File: src/rtl/uart_pkg.sv
// Shared UART definitions for the tx/rx pair.
// Stop-length encoding, rx state enum and data width.
package uart_pkg;

  localparam int DATA_W = 8;

  localparam logic [1:0] STOP_0P5 = 2'b00;
  localparam logic [1:0] STOP_1   = 2'b01;
  localparam logic [1:0] STOP_1P5 = 2'b10;
  localparam logic [1:0] STOP_2   = 2'b11;

  typedef enum logic [2:0] {
    IDLE,
    START,
    DATA,
    STOP,
    WAIT_IDLE
  } rx_state_e;

  // Half stop is sampled at 3/4 of a bit after the bit-7 sample.
  function automatic logic [15:0] stop_point(
    input logic [1:0]  sb,
    input logic [15:0] b
  );
    stop_point = (sb == STOP_0P5) ? (b >> 1) + (b >> 2) : b;
  endfunction

endpackage

File: src/rtl/sync_bit.sv
// Multi-flop synchroniser for one asynchronous input.
// Resets to 1 so an idle-high line shows no edge out of reset.
module sync_bit #(
  parameter int STAGES = 2
) (
  input  logic clk,
  input  logic rst,
  input  logic d,
  output logic q
);

  logic [STAGES-1:0] ff;

  always_ff @(posedge clk) begin
    if (rst) begin
      ff <= '1;
    end else begin
      ff <= {ff[STAGES-2:0], d};
    end
  end

  assign q = ff[STAGES-1];

endmodule

File: src/rtl/uart_rx.sv
// UART receiver: 8 data bits LSB first, programmable stop length.
// Pulses data_valid on a good stop sample, frame_error on a low one.
module uart_rx
  import uart_pkg::*;
#(
  parameter int SYNC_STAGES = 2
) (
  input  logic        clk,
  input  logic        rst,
  input  logic        rx,
  input  logic [15:0] bit_duration,
  input  logic [1:0]  stopbits,
  output logic [7:0]  data,
  output logic        data_valid,
  output logic        frame_error,
  output logic        busy
);

  rx_state_e         state_q, state_n;
  logic [15:0]       ctr_q, ctr_n;
  logic [2:0]        bidx_q, bidx_n;
  logic [DATA_W-1:0] shift_q, shift_n;
  logic [DATA_W-1:0] data_q;
  logic [15:0]       b_q;
  logic [1:0]        sb_q;
  logic              rxs, rxs_d;
  logic              dv_q, dv_n;
  logic              fe_q, fe_n;
  logic              latch, load;
  logic [15:0]       h;
  logic [15:0]       sp;

  sync_bit #(
    .STAGES(SYNC_STAGES)
  ) u_sync (
    .clk(clk),
    .rst(rst),
    .d  (rx),
    .q  (rxs)
  );

  assign h  = b_q >> 1;
  assign sp = stop_point(sb_q, b_q);

  always_comb begin
    state_n = state_q;
    ctr_n   = ctr_q + 16'd1;
    bidx_n  = bidx_q;
    shift_n = shift_q;
    dv_n    = 1'b0;
    fe_n    = 1'b0;
    latch   = 1'b0;
    load    = 1'b0;
    unique case (state_q)
      IDLE: begin
        ctr_n = '0;
        if (rxs_d && !rxs) begin
          state_n = START;
          latch   = 1'b1;
        end
      end
      START: begin
        if (ctr_q == h) begin
          ctr_n   = '0;
          bidx_n  = '0;
          state_n = rxs ? IDLE : DATA;
        end
      end
      DATA: begin
        if (ctr_q == b_q) begin
          ctr_n   = '0;
          shift_n = {rxs, shift_q[DATA_W-1:1]};
          if (bidx_q == 3'(DATA_W - 1)) begin
            state_n = STOP;
          end else begin
            bidx_n = bidx_q + 3'd1;
          end
        end
      end
      STOP: begin
        if (ctr_q == sp) begin
          ctr_n = '0;
          if (rxs) begin
            dv_n    = 1'b1;
            load    = 1'b1;
            state_n = IDLE;
          end else begin
            fe_n    = 1'b1;
            state_n = WAIT_IDLE;
          end
        end
      end
      WAIT_IDLE: begin
        ctr_n = '0;
        // A held-low break must not look like a fresh start edge.
        if (rxs) begin
          state_n = IDLE;
        end
      end
      default: begin
        ctr_n   = '0;
        state_n = IDLE;
      end
    endcase
  end

  always_ff @(posedge clk) begin
    if (rst) begin
      state_q <= IDLE;
      ctr_q   <= '0;
      bidx_q  <= '0;
      shift_q <= '0;
      data_q  <= '0;
      b_q     <= '0;
      sb_q    <= '0;
      rxs_d   <= 1'b1;
      dv_q    <= 1'b0;
      fe_q    <= 1'b0;
    end else begin
      state_q <= state_n;
      ctr_q   <= ctr_n;
      bidx_q  <= bidx_n;
      shift_q <= shift_n;
      rxs_d   <= rxs;
      dv_q    <= dv_n;
      fe_q    <= fe_n;
      if (latch) begin
        b_q  <= bit_duration;
        sb_q <= stopbits;
      end
      if (load) begin
        data_q <= shift_q;
      end
    end
  end

  assign data        = data_q;
  assign data_valid  = dv_q;
  assign frame_error = fe_q;
  assign busy        = (state_q != IDLE);

endmodule

File: config.mk
export PLATFORM = sky130hd
export DESIGN_NAME = uart_rx
export DESIGN_NICKNAME = d
export VERILOG_FILES = /design/src/rtl/uart_pkg.sv /design/src/rtl/sync_bit.sv /design/src/rtl/uart_rx.sv
export SDC_FILE = /design/constraint.sdc
export NUM_CORES = 1
export LEC_CHECK = 0
export ABC_CLOCK_PERIOD_IN_PS = 4000
export CORE_ASPECT_RATIO = 0.75
export CORE_MARGIN = 3
export CORE_UTILIZATION = 30
export CTS_BUF_LIST = sky130_fd_sc_hd__clkbuf_4
export DETAILED_ROUTE_END_ITERATION = 12
export PLACE_DENSITY_LB_ADDON = 0.08
export SETUP_SLACK_MARGIN = 0.3
export SLEW_MARGIN = 20
export SYNTH_ARGS = -nofsm -noshare
export SYNTH_HDL_FRONTEND = slang
export SYNTH_SLANG_ARGS = --single-unit
File: constraint.sdc
create_clock -name clk -period 4 [get_ports clk]
set_clock_uncertainty 0.1 [all_clocks]
set_input_delay 0.8 -clock clk [delete_from_list [all_inputs] [get_ports clk]]
set_output_delay 0.8 -clock clk [all_outputs]
set_load 0.1 [all_outputs]
Fig. 1: run 1, logic cells by family
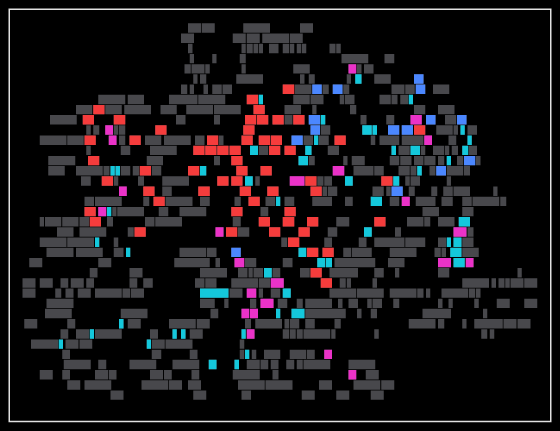
| family | color | cells |
|---|---|---|
| XOR/XNOR gates | red | 61 |
| NOR gates | cyan | 52 |
| AND and OR gates | magenta | 23 |
| AND-OR and OR-AND gates | blue | 15 |
Commonest Layout Cell: dfxtp_1
Post-Layout Cell Count: 712
multi-input combinational area share: 0.5740

Fig. 2: run 1, M2 wires
The bar under the picture is 50 um long.
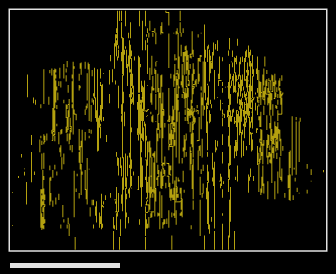
wire length on this layer: 4870 um
nets with wire on the layer: 466
longest straight run: 51.7 um

==> results.ini, run 1 <==
[synth]
ys_seq_frac=0.2848
yosys-top-cells-count=dfxtp_1, nand2_1, a21oi_1, xor2_1, xnor2_1
ys_types=63
edf_count=0
yosysTopAreaCell=dfxtp_1
most_common_cell=dfxtp_1
synthTopCellsByArea=dfxtp_1, xor2_1, xnor2_1, ha_1, nand2_1
ys_sh_simple=0.2238
synthArstFlopShare=0
synth_warnings=0
top_cell_area_share=0.2848
flop_cell=dfxtp_1
synthesis.nets=551
synth-xor-area-share=0.1246
ys_ff=61
syn_area_per_cell_um2=8.391
ys_chip_area_mm2=0.004288
synthMuxAreaShare=0.04669
aoi_share=0.2057
ys_cells=511
synth_cells=511
adder_share=0.05719
netlist_logic_family_top=simple AND/OR/NAND/NOR gates
synth.cell_area_mm2=0.004288

[layout]
clkCellAreaFrac=0.03029
nClkBuffers=10
comb_area_mm2=0.002869
fillCellCount=1426
drive_gt1_frac=0.1471
buffer_area_frac=0.09837
inv_count=11
syn2layout_area_growth_pct=16.57
nets=573
diodes=0
flop-count=61
dominant_cells=logic gates
fin_area_mm2=0.004999
most-common-layout-cells=dfxtp_1, nand2_1, xor2_1
buffers=54
logic_gates=396

[route]
routed-via-count=3799
wl_per_cell_um=17.45
drc=0
via_per_inst=5.336
first_pass_iters=4
ant_nets=0
drt_iter0_markers=183
wirelength_mm=12.43

[clock_network]
cts_max_path_buffers=2
cts_setup_buffers=0
htreeDepth=3
cts-root-buf=clkbuf_4
cts_tree=built
insertion_delay_ns=0.43
numClockSinks=61
cts_buffers=9
cts_hold_buf=0
clk_pin_slew_ns=0.11

[sta]
setup_tns_ns=0
drv_slew=0
timing.final.crit_share=0.8845
rsz0062_at_grt=false
worst_pin_slew_ns=0.9733
fin_ws_ns=0.4620
fmax_mhz=282.6
finalHoldViolCount=0
layout_min_cycle_time_ns=3.538
slew_headroom=0.3491
finalSetupViolations=0

[floorplan]
die_h_um=109.5
core_util_floorplan=0.3098
nWellTaps=175
chip_area_mm2=0.01578
chipWidth_um=144.0
rows=37
io_pins=32
core_mm2=0.01384

[critical_path]
critPathRequiredTime_ns=4.22
crit_path_max_fanout=6
worstSetupPathType=register to register
path_cells=ha_2 -> o211ai_2 -> o211ai_1 -> a32oi_2 -> a211oi_1 -> a31o_1 -> or4_4 -> or4b_1 -> o32ai_1
critPathMaxStageDelay_ns=0.56
critPathArrivalTime_ns=3.75
path_buffers=0
cp-start-kind=register
cpLargestDelayFamily=AND-OR/OR-AND gates
slowest_stage=or4_4
end_kind=register

[min_path]
hp-class=register to register

[placement]
place_area_mm2=0.004795
post-place-ws_ns=0.1528
io_buffers=31
dpl.hpwl_mm=9.251
gp_congestion=0.8772

[pwr]
powerDensity_mw_per_mm2=289.3
p_leak_nw=1.924
vdd_ir_drop_max_mv=0.1853

[flow_run]
warnings=27
cap_violations=0

[grt]
antenna_found_initial=0
grt_pass1_vias=3564
grt_overflow_total=0
grt_pass1_wl_mm=20.00
grt_max_degree=55

[outcome]
status=complete, no violations

Fig. 3: run 1, track usage over the die
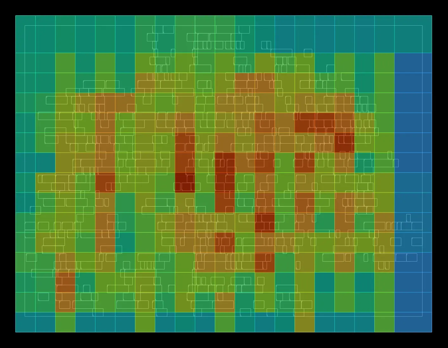
Most Crowded Layer GR: met1
final core utilization: 0.3611
met2 usage: 0.2221
met1 GRT Util: 0.2554
All-Layer GR Usage: 0.1640

Fig. 4: run 1, sequential cells colored by netlist name
The bar under the picture is 50 um long.
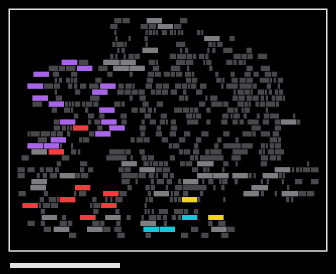
| netlist name | color | placed flops |
|---|---|---|
| `bidx_q` | cyan | 3 |
| `u_sync.ff` | yellow | 2 |
| `shift_q` | red | 8 |
| `ctr_q` | purple | 16 |
not colored: 32
storage element area: 0.001226 mm^2
flop share of the area: 0.2453
Seq group: 0.644 mW

[run 1: layer usage]
layer  part of all wire  global-route usage  wire (um)  vias to the layer above
met5                  0                   0          0                        -
li1                   -                   -          -                     1875
met1               0.53              0.2554       6600                     1816
met3              0.067             0.04000        834                       12
met4             0.0097             0.03831        121                        0
met2               0.39              0.2221       4870                       96
[run 1: path summary, 6_finish.rpt]
check / startpoint / to / slack [ns] / cells past startpoint
min: u_sync.ff[0] / u_sync.ff[1] / 0.36 / 1
max reg2reg: b_q[4] / state_q[2] / 0.46 / 9
min reg2reg: u_sync.ff[0] / u_sync.ff[1] / 0.36 / 1
max: b_q[4] / state_q[2] / 0.46 / 9
[run 1: flip-flops by register name, indices dropped and copies added, names as in the netlist]
register and count:
shift_q 8, ctr_q 16, rxs_d 1, data_valid 1, data 8, frame_error 1, u_sync.ff 2, b_q 16
bidx_q 3, state_q 3, sb_q 2
[run 1: power breakdown]
group	internal, mW	total [mW]	switching (mW)
clock network	0.255	0.504	0.250
registers	0.619	0.644	0.0253
logic	0.120	0.297	0.177
[run 1: repair_timing]
| action | 4_1_cts | 5_1_grt |
|---|---|---|
| cloned | 1 | 0 |
| pin swaps | 2 | 1 |
| setup endpoints to repair | 27 | 27 |
| resized | 6 | 10 |
[run 1: per-stage QoR]
| step | power, mW | instances | hold WS (ns) |
|---|---|---|---|
| floorplan | 0.8539 | 511 | 0.2895 |
| global placement | 0.9460 | 696 | 0.3022 |
| detailed placement | 0.9442 | 696 | 0.3064 |
| CTS | 1.462 | 712 | 0.3618 |
| global route | 1.522 | 712 | 0.3828 |
| finish | 1.446 | 712 | 0.3579 |
==> run 1 -> run 2 <==
Settings changed: SLEW_MARGIN 20 to unset.
Fig. 5: run 2, sequential cells colored by netlist name
The bar under the picture is 50 um long.
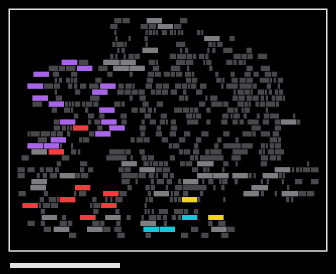
| netlist name | color | placed flops |
|---|---|---|
| `ctr_q` | purple | 16 |
| `bidx_q` | cyan | 3 |
| `shift_q` | red | 8 |
| `u_sync.ff` | yellow | 2 |
not colored: 32

==> results.ini, run 2 <==
[layout]
most-common-layout-cells=dfxtp_1, nand2_1, xor2_1
flop-count=61
seqCellArea_mm2=0.001226
syn2layout_area_growth_pct=16.57
logic_gates=396
buffer_area_frac=0.09837
seq-cell-share=0.2453
dominant_cells=logic gates
drive_gt1_frac=0.1471
diodes=0
buffers=54
nClkBuffers=10
comb_area_mm2=0.002869
nets=573
final_common_cell=dfxtp_1
clkCellAreaFrac=0.03029
inv_count=11
comb_area_frac=0.5740

[floorplan]
nWellTaps=175
core_mm2=0.01384
die_h_um=109.5
chipWidth_um=144.0
core_util_floorplan=0.3098
chip_area_mm2=0.01578
rows=37

[synth]
ys_types=63
synth.cell_area_mm2=0.004288
ys_ff=61
ys_cells=511
synthTopCellsByArea=dfxtp_1, xor2_1, xnor2_1, ha_1, nand2_1
most_common_cell=dfxtp_1
top_cell_area_share=0.2848
yosys-top-cells-count=dfxtp_1, nand2_1, a21oi_1, xor2_1, xnor2_1
synthesis.nets=551
ys_chip_area_mm2=0.004288
yosysTopAreaCell=dfxtp_1
synthArstFlopShare=0
synth_warnings=0

[outcome]
status=complete, no violations

[flow_run]
cap_violations=0

[sta]
finalSetupViolations=0
fmax_mhz=282.6
layout_min_cycle_time_ns=3.538
drv_slew=0
rsz0062_at_grt=false
hold_ws_ns=0.3579
timing.final.crit_share=0.8845
worst_pin_slew_ns=0.9733
slew_headroom=0.3491
finalHoldViolCount=0

[pwr]
p_leak_nw=1.924
vdd_ir_drop_max_mv=0.1853
power_mw=1.446
powerDensity_mw_per_mm2=289.3

[clock_network]
cts_tree=built
numClockSinks=61
insertion_delay_ns=0.43
clk_pin_slew_ns=0.11
cts_buffers=9
htreeDepth=3
cts_max_path_buffers=2
cts_setup_buffers=0

[grt]
grt_pass1_vias=3564
grt_pass1_wl_mm=20.00
grt_overflow_total=0

[critical_path]
path_cells=ha_2 -> o211ai_2 -> o211ai_1 -> a32oi_2 -> a211oi_1 -> a31o_1 -> or4_4 -> or4b_1 -> o32ai_1
critPathRequiredTime_ns=4.22
end_kind=register
path_buffers=0
crit_path_max_fanout=6
worstSetupPathType=register to register
critPathArrivalTime_ns=3.75
cp-start-kind=register
cpLargestDelayFamily=AND-OR/OR-AND gates
reg2reg_slack_ns=0.46

[route]
wirelength_mm=12.43
wl_per_cell_um=17.45
drc=0
drt_iter0_markers=183
routed-via-count=3799
via_per_inst=5.336

[placement]
gp_congestion=0.8772
io_buffers=31

[min_path]
hp-class=register to register

Fig. 6: run 2, logic cells by family
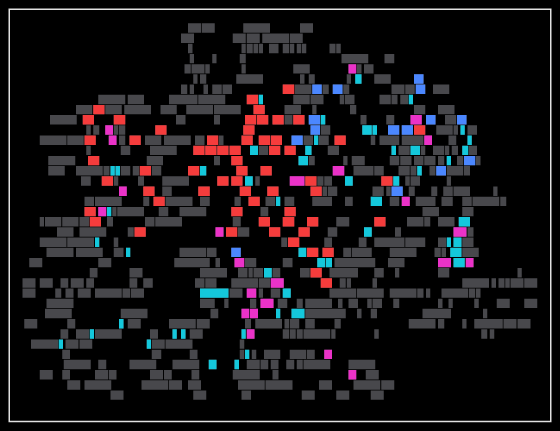
| family | color | cells |
|---|---|---|
| AND-OR and OR-AND gates | blue | 15 |
| XOR/XNOR gates | red | 61 |
| AND and OR gates | magenta | 23 |
| NOR gates | cyan | 52 |

## run 2: per-layer routing
layer  track usage  vias to the layer above  part of all wire
met1        0.2554                     1816              0.53
met5             0                        -                 0
li1              -                     1875                 -
met4       0.03831                        0            0.0097
met3       0.04000                       12             0.067
met2        0.2221                       96              0.39
## run 2: timing repair
| item | in CTS | in global routing |
|---|---|---|
| cloned | 1 | 0 |
| pin swaps | 2 | 1 |
| resized | 6 | 10 |
| setup endpoints to repair | 27 | 27 |
## run 2: where the power goes
group          internal (mW)  switching (mW)  leakage, nW  total (mW)
Clock                  0.255           0.250       0.0815       0.504
Sequential             0.619          0.0253        0.495       0.644
Combinational          0.120           0.177         1.35       0.297
## run 2: logic make-up (layout without fill, tap and decap cells)
group | count (synthesis) | count (layout) | share of synthesized area
AOI/OAI and AO/OA | 112 | 112 | 0.2057
and+or+nand+nor | 184 | 184 | 0.2238
xor gates and xnor gates | 61 | 61 | 0.1246
buffers and inverters | 54 | 80 | 0.05719
muxes | 20 | 20 | 0.04669
DFF | 61 | 61 | 0.2848
adders and majority gates | 19 | 19 | 0.05719
## run 2: path summary, 6_finish.rpt
check | cells past startpoint | end | startpoint
max | 9 | state_q[2] | b_q[4]
min | 1 | u_sync.ff[1] | u_sync.ff[0]
max reg2reg | 9 | state_q[2] | b_q[4]
min reg2reg | 1 | u_sync.ff[1] | u_sync.ff[0]
## run 2: per-stage QoR
step	instance area (um^2)	setup slack (ns)	util
after floorplan	4288	0.4195	-
after global placement	4795	0.2847	0.3464
after detailed placement	4795	0.1528	0.3464
after CTS	4976	0.3333	0.3595
after global routing	4999	0.3056	0.3611
final	4999	0.4620	0.3611
Power is estimated from default activity; no workload was simulated.
